File: src/rtl/vga_timing_gen.sv
// ---------------------------------------------------------------------------
// vga_timing_gen
// Raster timing generator: pixel prescaler, horizontal/vertical counters,
// registered sync / active decodes and line / frame strobes. Every output is
// a flop, and all decodes describe the coordinate presented in the same cycle.
//
// Optional build macro: VGA_FRAME_COUNTER_EN
//   defined   -> adds frame_cnt[7:0], the frame index used as scroll phase
//   undefined -> no frame counter port or logic
// ---------------------------------------------------------------------------
module vga_timing_gen #(
  parameter int H_ACTIVE  = 640,
  parameter int H_FP      = 24,
  parameter int H_SYNC    = 40,
  parameter int H_BP      = 128,
  parameter int V_ACTIVE  = 480,
  parameter int V_FP      = 9,
  parameter int V_SYNC    = 3,
  parameter int V_BP      = 28,
  parameter bit HSYNC_POL = 1'b0,
  parameter bit VSYNC_POL = 1'b0,
  parameter int CLK_DIV   = 1
) (
  input  logic       clock,
  input  logic       resetb,
  input  logic       en,
  output logic       hsync,
  output logic       vsync,
  output logic       active,
  output logic [9:0] x_pos,
  output logic [9:0] y_pos,
  output logic       pix_stb,
  output logic       line_start,
  output logic       frame_start
`ifdef VGA_FRAME_COUNTER_EN
  ,
  output logic [7:0] frame_cnt
`endif
);

  localparam int H_TOTAL = H_ACTIVE + H_FP + H_SYNC + H_BP;
  localparam int V_TOTAL = V_ACTIVE + V_FP + V_SYNC + V_BP;

  localparam logic [9:0] H_LAST   = 10'(H_TOTAL - 1);
  localparam logic [9:0] V_LAST   = 10'(V_TOTAL - 1);
  localparam logic [9:0] H_VIS    = 10'(H_ACTIVE);
  localparam logic [9:0] V_VIS    = 10'(V_ACTIVE);
  localparam logic [9:0] HS_FIRST = 10'(H_ACTIVE + H_FP);
  localparam logic [9:0] HS_LAST  = 10'(H_ACTIVE + H_FP + H_SYNC - 1);
  localparam logic [9:0] VS_FIRST = 10'(V_ACTIVE + V_FP);
  localparam logic [9:0] VS_LAST  = 10'(V_ACTIVE + V_FP + V_SYNC - 1);
  localparam logic [3:0] DIV_TOP  = 4'(CLK_DIV - 1);

  // Geometry outside the supported range stops elaboration.
  if (H_ACTIVE < 1 || H_FP < 1 || H_SYNC < 1 || H_BP < 1 ||
      V_ACTIVE < 1 || V_FP < 1 || V_SYNC < 1 || V_BP < 1 ||
      H_TOTAL > 1024 || V_TOTAL > 1024 || CLK_DIV < 1 || CLK_DIV > 16) begin : g_bad_params
    $fatal(1, "vga_timing_gen: illegal geometry or CLK_DIV");
  end

  logic [3:0] r_div;
  logic       r_run;          // set once the origin has been presented
  logic [9:0] r_x;
  logic [9:0] r_y;
  logic       r_hsync;
  logic       r_vsync;
  logic       r_active;
  logic       r_pix_stb;
  logic       r_line_start;
  logic       r_frame_start;
`ifdef VGA_FRAME_COUNTER_EN
  logic [7:0] r_frame_cnt;
`endif

  logic       w_tick;
  logic [3:0] w_div_next;
  logic [9:0] w_x_next;
  logic [9:0] w_y_next;
  logic       w_hs_on;
  logic       w_vs_on;
  logic       w_act_next;

  // The pixel advances on the edge where the prescaler sits at its top count.
  assign w_tick     = en && (r_div == DIV_TOP);
  assign w_div_next = (r_div == DIV_TOP) ? 4'd0 : r_div + 4'd1;

  // Next coordinate: the first pixel after a restart is the origin itself.
  always_comb begin
    // NOTE: default every combinational output first so no path leaves it unassigned (no latch).
    w_x_next = r_x;
    w_y_next = r_y;
    if (!r_run) begin
      w_x_next = '0;
      w_y_next = '0;
    end else if (r_x == H_LAST) begin
      w_x_next = '0;
      w_y_next = (r_y == V_LAST) ? 10'd0 : r_y + 10'd1;
    end else begin
      w_x_next = r_x + 10'd1;
    end
  end

  // Decodes are taken from the next coordinate so they line up with it once registered.
  assign w_hs_on    = (w_x_next >= HS_FIRST) && (w_x_next <= HS_LAST);
  assign w_vs_on    = (w_y_next >= VS_FIRST) && (w_y_next <= VS_LAST);
  assign w_act_next = (w_x_next < H_VIS) && (w_y_next < V_VIS);

  // Raster state: async reset, synchronous idle while en is low, advance on each pixel tick.
  always_ff @(posedge clock or negedge resetb) begin
    // NOTE: sequential state uses non-blocking assignments so all flops update from pre-edge values.
    if (!resetb) begin
      r_div         <= '0;
      r_run         <= 1'b0;
      r_x           <= '0;
      r_y           <= '0;
      r_hsync       <= ~HSYNC_POL;
      r_vsync       <= ~VSYNC_POL;
      r_active      <= 1'b0;
      r_pix_stb     <= 1'b0;
      r_line_start  <= 1'b0;
      r_frame_start <= 1'b0;
`ifdef VGA_FRAME_COUNTER_EN
      r_frame_cnt   <= '0;
`endif
    end else if (!en) begin
      r_div         <= '0;
      r_run         <= 1'b0;
      r_x           <= '0;
      r_y           <= '0;
      r_hsync       <= ~HSYNC_POL;
      r_vsync       <= ~VSYNC_POL;
      r_active      <= 1'b0;
      r_pix_stb     <= 1'b0;
      r_line_start  <= 1'b0;
      r_frame_start <= 1'b0;
    end else begin
      r_div         <= w_div_next;
      r_pix_stb     <= w_tick;
      r_line_start  <= 1'b0;
      r_frame_start <= 1'b0;
      if (w_tick) begin
        r_run         <= 1'b1;
        r_x           <= w_x_next;
        r_y           <= w_y_next;
        r_hsync       <= w_hs_on ? HSYNC_POL : ~HSYNC_POL;
        r_vsync       <= w_vs_on ? VSYNC_POL : ~VSYNC_POL;
        r_active      <= w_act_next;
        r_line_start  <= (w_x_next == 10'd0);
        r_frame_start <= (w_x_next == 10'd0) && (w_y_next == 10'd0);
`ifdef VGA_FRAME_COUNTER_EN
        // The restart frame keeps the held count; later frames step it.
        if (r_run && (w_x_next == 10'd0) && (w_y_next == 10'd0)) begin
          r_frame_cnt <= r_frame_cnt + 8'd1;
        end
`endif
      end
    end
  end

  assign hsync       = r_hsync;
  assign vsync       = r_vsync;
  assign active      = r_active;
  assign x_pos       = r_x;
  assign y_pos       = r_y;
  assign pix_stb     = r_pix_stb;
  assign line_start  = r_line_start;
  assign frame_start = r_frame_start;
`ifdef VGA_FRAME_COUNTER_EN
  assign frame_cnt   = r_frame_cnt;
`endif

endmodule

File: config.mk
export PLATFORM = sky130hd
export DESIGN_NAME = vga_timing_gen
export DESIGN_NICKNAME = d
export VERILOG_FILES = /design/src/rtl/vga_timing_gen.sv
export SDC_FILE = /design/constraint.sdc
export NUM_CORES = 1
export LEC_CHECK = 0
export ABC_CLOCK_PERIOD_IN_PS = 2810
export CORE_MARGIN = 3
export CORE_UTILIZATION = 30
export CTS_CLUSTER_SIZE = 28
export DETAILED_ROUTE_END_ITERATION = 8
export GPL_TIMING_DRIVEN = 0
export SLEW_MARGIN = 20
export SYNTH_ARGS = -nofsm -noshare
export SYNTH_HDL_FRONTEND = slang
export SYNTH_SLANG_ARGS = --single-unit
File: constraint.sdc
create_clock -name clock -period 2.81 [get_ports clock]
set_clock_uncertainty 0.05 [all_clocks]
set_input_delay 0.4215 -clock clock [delete_from_list [all_inputs] [get_ports clock]]
set_output_delay 0.4215 -clock clock [all_outputs]
set_load 0.01 [all_outputs]
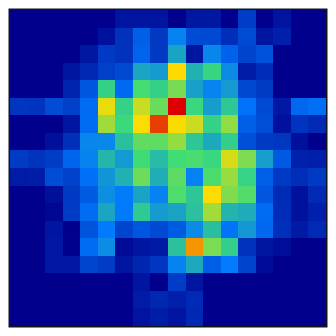
Figure 1: run 1, wire density map.
18 x 18 tiles, from dark blue (low) to red (high), scaled to the fullest tile. Values are wire area over tile area, all layers added.
- tiles over half the peak: 9.9%
- mean over tiles: 0.11
- nearly empty tiles: 32%
- fullest tile: 0.65
- emptiest ninth of the die: south-west
- densest ninth of the die: center
average wire per standard cell: 15.6 um
vias after detailed routing: 2035

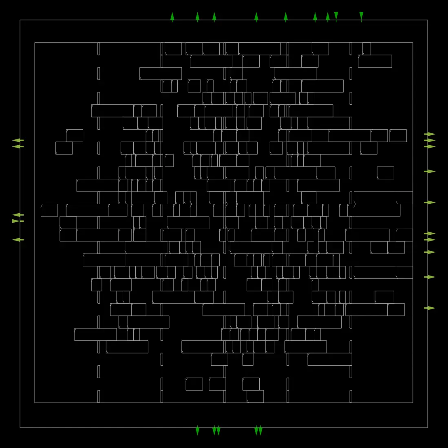
Figure 2: run 1, placed standard cells.
FILL cells: 647
sequential share of cell area: 0.298
standard-cell rows: 29
utilization of the core after routing: 0.401

==> run_results.csv, run 1 <==
group,metric,value,unit
final_layout,comb_cells,194,
floorplan,design.portCount,29,
final_layout,final.clkbuf_count,5,
yosys,post_synth_mux_area_share,0,
global_routing,globalRoute.totalOverflow,0,
timing,finalSetupViolCount,0,
timing,setup-tns-final,0,ps
critical_path,cp-end-kind,"register",
placement,post_dp_cell_area,0.00247,mm2
global_routing,groute.layer.met3.usage,0.0230,
global_routing,grt_pass1_vias,1870,
final_layout,layoutNonFillerInstCount,365,
critical_path,critical_path_arrival,2840,ps
timing,hold_violations,0,
yosys,synth.yosys.chip_area,0.00208,mm2
yosys,synthArstFlopShare,1.00,
final_layout,layout_top_cells_excl_fill_tap,"nand2_1 (43), o21ai_0 (27), dfrtp_1 (27), clkdlybuf4s50_1 (27)",
floorplan,die-area,0.00797,mm2
detailed_routing,route.met2.wl,2.48,mm
yosys,ys.flop_type,"dfrtp_1",
status,status,"finished clean",
pwr,power_frac_comb,0.072,
timing,timing_max_transition_violations_final,0,
yosys,netlist_top_cells_area,"dfrtp_1 (35%), nand2_1 (7.8%), o21ai_0 (6.5%)",
yosys,post_synth_xor_area_fraction,0.0463,
critical_path,timing.critical_path.cells,"nand4bb_4, or3_1, clkbuf_2, or4_4, a221o_1, nor4b_2, o21ai_1",
detailed_routing,drt_pre_antenna_iters,5,
global_routing,antenna_found_initial,0,
yosys,synth_nets,255,
detailed_routing,drt_drc_violations_left,0,
critical_path,crit_buf_inv,1,
placement,gpl.final_weighted_congestion,0.903,
final_layout,layout.non_clock_buffers,49,
floorplan,fp.coreArea,0.00653,mm2
yosys,synthSimpleGateAreaFrac,0.283,
critical_path,worst_path_dominant_cell_family,"simple AND/OR/NAND/NOR gates",
detailed_routing,route.antenna.remaining_nets,0,
cts,tritoncts_clock_tree,"done",
pwr,power.density,338,mW/mm2
critical_path,worst_setup_path_endpoint,"active$_DFFE_PN0P_",
pwr,p_clk,363,uW
final_layout,regArea,781,um2
timing,achievable-frequency,0.367,GHz
critical_path,worstPathRequired,2930,ps
final_layout,syn_to_final_growth,25.8,%
floorplan,floorplan.tapcells,77,
cts,clkSinkCount,31,
pwr,static-leakage-power,0.986,nW
critical_path,r2r_end,"active$_DFFE_PN0P_",
critical_path,startpoint_type,"register",
yosys,yosys_warnings,0,
timing,rsz_0062_raised_after_global_routing,"false",
final_layout,final_common_cell,"nand2_1",
cts,clock.latency.late_pin,290,ps
yosys,syn_avg_cell_area,8.39,um2
cts,clk_pin_slew,80,ps
yosys,flop_and_latch_count_out_of_synthesis,31,
cts,cts_max_level,2,
cts,cts.hold.buffers_added,0,
final_layout,comb_share,0.457,
final_layout,final_design_area_no_fill,0.00262,mm2
pwr,power.group.top,"sequential cells",
yosys,number_of_different_library_cells_in_the_post_synthesis_netlist,50,
yosys,edf_count,0,
global_routing,busiest_layer,"met1",
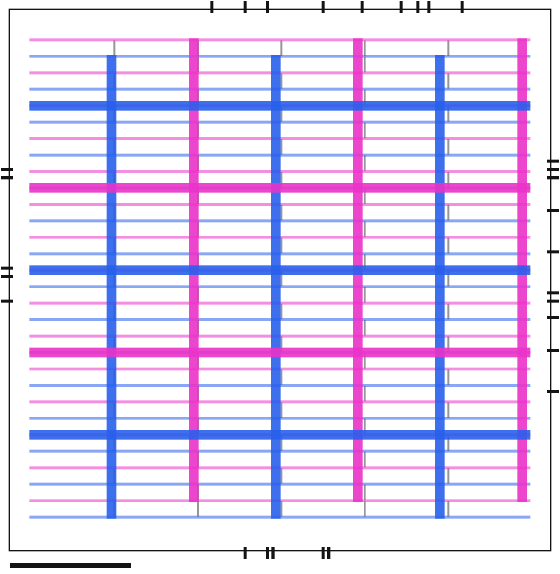
Figure 3: run 1, power grid.
Scale bar: 20 um. Pins as bars on the die edge. Tap cells in gray.
- VSS: blue
- VDD: magenta
- rows: 29
- tap cells: 77
horizontal extent of the die: 89.3 um
die y size: 89.3 um

==> run 1 -> run 2 <==
- CAP_MARGIN: default -> 20
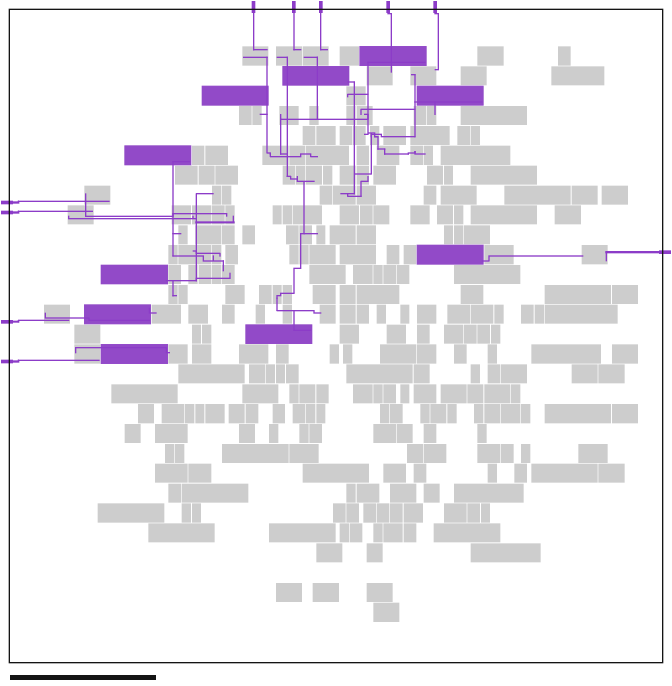
Figure 4: run 2, nets reached from selected ports.
Scale bar: 20 um.
- `y_pos`: purple (direction output; end cells 10; wire 450 um)
quantity of I/O buffers inserted on ports: 28
number of top-level pins: 29

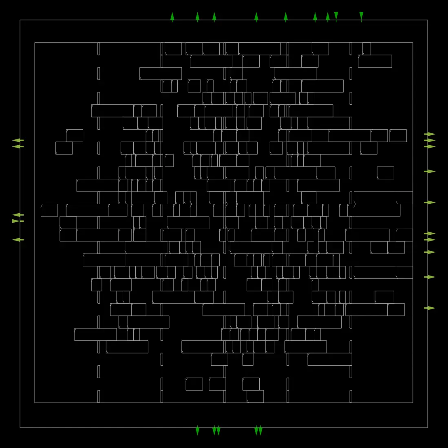
Figure 5: run 2, placed standard cells.
Cell Count, Final, Fillers Out: 365
count of flip-flops and latches: 31

==> run 2 against run 1 <==
  * Sequential cell count unchanged
  * Worst hold slack unchanged
  * Sequential power barely moved
  * Highest routed layer unchanged
  * Global-route usage unchanged
  * Largest cell class unchanged
  * Area after synthesis is the same
  * Final cell count unchanged
  * Synthesized cell count is the same
  * Count of clock-buffer cells in the layout did not move
  * Critical path type unchanged
==> run_results.csv, run 2 <==
group,metric,value,unit
final_layout,final_common_cell,"nand2_1",
pwr,power_frac_comb,0.072,
cts,clkSinkCount,31,
yosys,main_logic_family_after_synthesis,"simple AND/OR/NAND/NOR gates",
final_layout,comb_cells,194,
cts,cts_root_buffer,"clkbuf_8",
pwr,static-leakage-power,0.986,nW
global_routing,globalRoute.totalOverflow,0,
timing,timing_max_transition_violations_final,0,
global_routing,gr-usage-met1,0.228,
detailed_routing,avgRoutedWirePerCell,15.6,um
yosys,synth.yosys.chip_area,0.00208,mm2
critical_path,critical_path_arrival,2840,ps
critical_path,timing.critical_path.cells,"nand4bb_4, or3_1, clkbuf_2, or4_4, a221o_1, nor4b_2, o21ai_1",
floorplan,die-area,0.00797,mm2
floorplan,std_cell_rows,29,
final_layout,final.clkbuf_count,5,
pwr,pg_seq,456,uW
final_layout,largest_cell_class,"combinational gates",
yosys,syn_avg_cell_area,8.39,um2
timing,finalSetupViolCount,0,
yosys,synthArstFlopShare,1.00,
critical_path,peak_fanout_along_the_critical_path,9,
final_layout,final_design_area_no_fill,0.00262,mm2
cts,clk_pin_slew,80,ps
final_layout,final.fill_count,647,
global_routing,antenna_found_initial,0,
detailed_routing,drt_pre_antenna_iters,5,
yosys,yosys_warnings,0,
final_layout,antenna-diode-count,0,
critical_path,worstPathRequired,2930,ps
final_layout,layout_top_cells_excl_fill_tap,"nand2_1 (43), o21ai_0 (27), dfrtp_1 (27), clkdlybuf4s50_1 (27)",
yosys,post_synth_mux_area_share,0,
status,status,"finished clean",
detailed_routing,route.antenna.remaining_nets,0,
cts,tritoncts_clock_tree,"done",
placement,gpl.final_weighted_congestion,0.903,
yosys,netlist_top_cells_area,"dfrtp_1 (35%), nand2_1 (7.8%), o21ai_0 (6.5%)",
cts,clock_tree.buffer_depth,2,
yosys,post_synth_xor_area_fraction,0.0463,
floorplan,fp.coreArea,0.00653,mm2
yosys,flop_and_latch_count_out_of_synthesis,31,
final_layout,syn_to_final_growth,25.8,%
timing,hold_violations,0,
yosys,synthSimpleGateAreaFrac,0.283,
placement,post_dp_cell_area,0.00247,mm2
yosys,synth_nets,255,
final_layout,regArea,781,um2
yosys,synthDominantAreaCellType,"dfrtp_1",
detailed_routing,dr_total_vias,2035,
yosys,edf_count,0,
pwr,power.group.top,"sequential cells",
yosys,number_of_different_library_cells_in_the_post_synthesis_netlist,50,
timing,setup-tns-final,0,ps
final_layout,layout.non_clock_buffers,49,
cts,cts_max_level,2,
cts,cts.hold.buffers_added,0,
pwr,power.density,338,mW/mm2
floorplan,die_height,89.3,um
pwr,power.switching,232,uW
critical_path,worst_path_dominant_cell_family,"simple AND/OR/NAND/NOR gates",
detailed_routing,drt_drc_violations_left,0,
yosys,ys.flop_type,"dfrtp_1",
final_layout,sh_seq_area,0.298,
cts,clock.latency.late_pin,290,ps
timing,rsz_0062_raised_after_global_routing,"false",
detailed_routing,route.met2.wl,2.48,mm
global_routing,groute.layer.met3.usage,0.0230,
global_routing,busiest_layer,"met1",
==> run 2 -> run 3 <==
- ABC_CLOCK_PERIOD_IN_PS: 2810 -> default
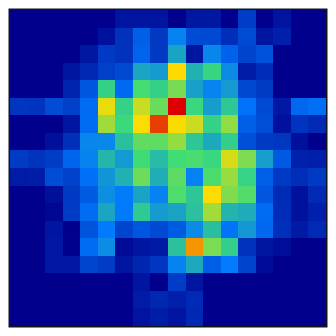
Figure 6: run 3, wire density map.
18 x 18 tiles, from dark blue (low) to red (high), scaled to the fullest tile. Values are wire area over tile area, all layers added.
- emptiest ninth of the die: south-west
- tiles over half the peak: 9.9%
- fullest tile: 0.65
- mean over tiles: 0.11
overall fraction of global-route tracks in use: 0.152
aggregate routed wire length: 5.68 mm

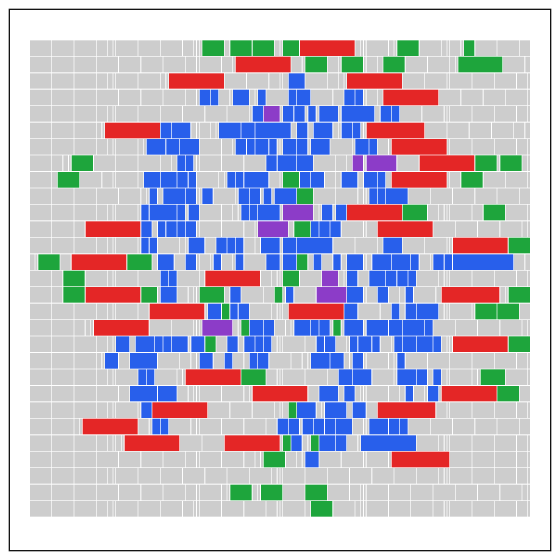
Figure 7: run 3, cells colored by class.
Fill, decap, tap and diode cells in gray.
- combinational and other logic: blue (cells 200; share of their area 48%)
- sequential cells: red (cells 31; share of their area 31%)
- clock drivers and dummy loads: purple (cells 8; share of their area 3.5%)
- remaining buffers and delay cells: green (cells 49; share of their area 17%)
Core Footprint: 0.00653 mm2
total non-filler cell area in the finished layout: 0.00262 mm2

==> run 3 against run 2 <==
  * Synthesized cell count did not move
  * Utilization did not move
  * Cell area unchanged
  * Setup slack stayed put
  * Sequential power about the same
  * Sequential share of layout area unchanged
  * Critical endpoint unchanged
  * Critical path depth unchanged
  * Total power unchanged
  * Via count did not move
  * Clock power hardly changed
  * Routed wire length unchanged
==> run_results.csv, run 3 <==
group,metric,value,unit
status,status,"finished clean",
final_layout,layoutNonFillerInstCount,365,
pwr,pg_seq,456,uW
pwr,power.switching,232,uW
yosys,syn_avg_cell_area,8.39,um2
critical_path,worst_setup_path_endpoint,"active$_DFFE_PN0P_",
detailed_routing,drt_drc_violations_left,0,
global_routing,gr-usage-met1,0.228,
pwr,power.group.top,"sequential cells",
yosys,number_of_different_library_cells_in_the_post_synthesis_netlist,50,
detailed_routing,route.met2.wl,2.48,mm
floorplan,floorplan.tapcells,77,
timing,timing_max_transition_violations_final,0,
critical_path,worstPathRequired,2930,ps
floorplan,die-area,0.00797,mm2
global_routing,busiest_layer,"met1",
critical_path,r2r_end,"active$_DFFE_PN0P_",
floorplan,design.portCount,29,
final_layout,flops,31,
placement,gpl.final_weighted_congestion,0.903,
floorplan,dieWidth,89.3,um
yosys,synthDominantAreaCellType,"dfrtp_1",
timing,rsz_0062_raised_after_global_routing,"false",
critical_path,timing.critical_path.cells,"nand4bb_4, or3_1, clkbuf_2, or4_4, a221o_1, nor4b_2, o21ai_1",
final_layout,final.clkbuf_count,5,
pwr,static-leakage-power,0.986,nW
final_layout,syn_to_final_growth,25.8,%
pwr,p_clk,363,uW
cts,cts_max_level,2,
cts,clkSinkCount,31,
yosys,synth_nets,255,
critical_path,worst_path_dominant_cell_family,"simple AND/OR/NAND/NOR gates",
detailed_routing,avgRoutedWirePerCell,15.6,um
critical_path,peak_fanout_along_the_critical_path,9,
yosys,edf_count,0,
placement,post_dp_cell_area,0.00247,mm2
final_layout,comb_cells,194,
yosys,post_synth_mux_area_share,0,
global_routing,groute.layer.met3.usage,0.0230,
detailed_routing,dr_total_vias,2035,
detailed_routing,route.antenna.remaining_nets,0,
critical_path,crit_buf_inv,1,
critical_path,critical_path_arrival,2840,ps
final_layout,layout_top_cells_excl_fill_tap,"nand2_1 (43), o21ai_0 (27), dfrtp_1 (27), clkdlybuf4s50_1 (27)",
final_layout,final_common_cell,"nand2_1",
pwr,power_frac_comb,0.072,
final_layout,regArea,781,um2
final_layout,comb_share,0.457,
placement,port_buffers,28,
yosys,post_synth_xor_area_fraction,0.0463,
yosys,synth.yosys.chip_area,0.00208,mm2
yosys,yosys_warnings,0,
timing,hold_violations,0,
cts,clock_tree.buffer_depth,2,
floorplan,die_height,89.3,um
No activity file was given, so power comes from the tool's default toggle rates.
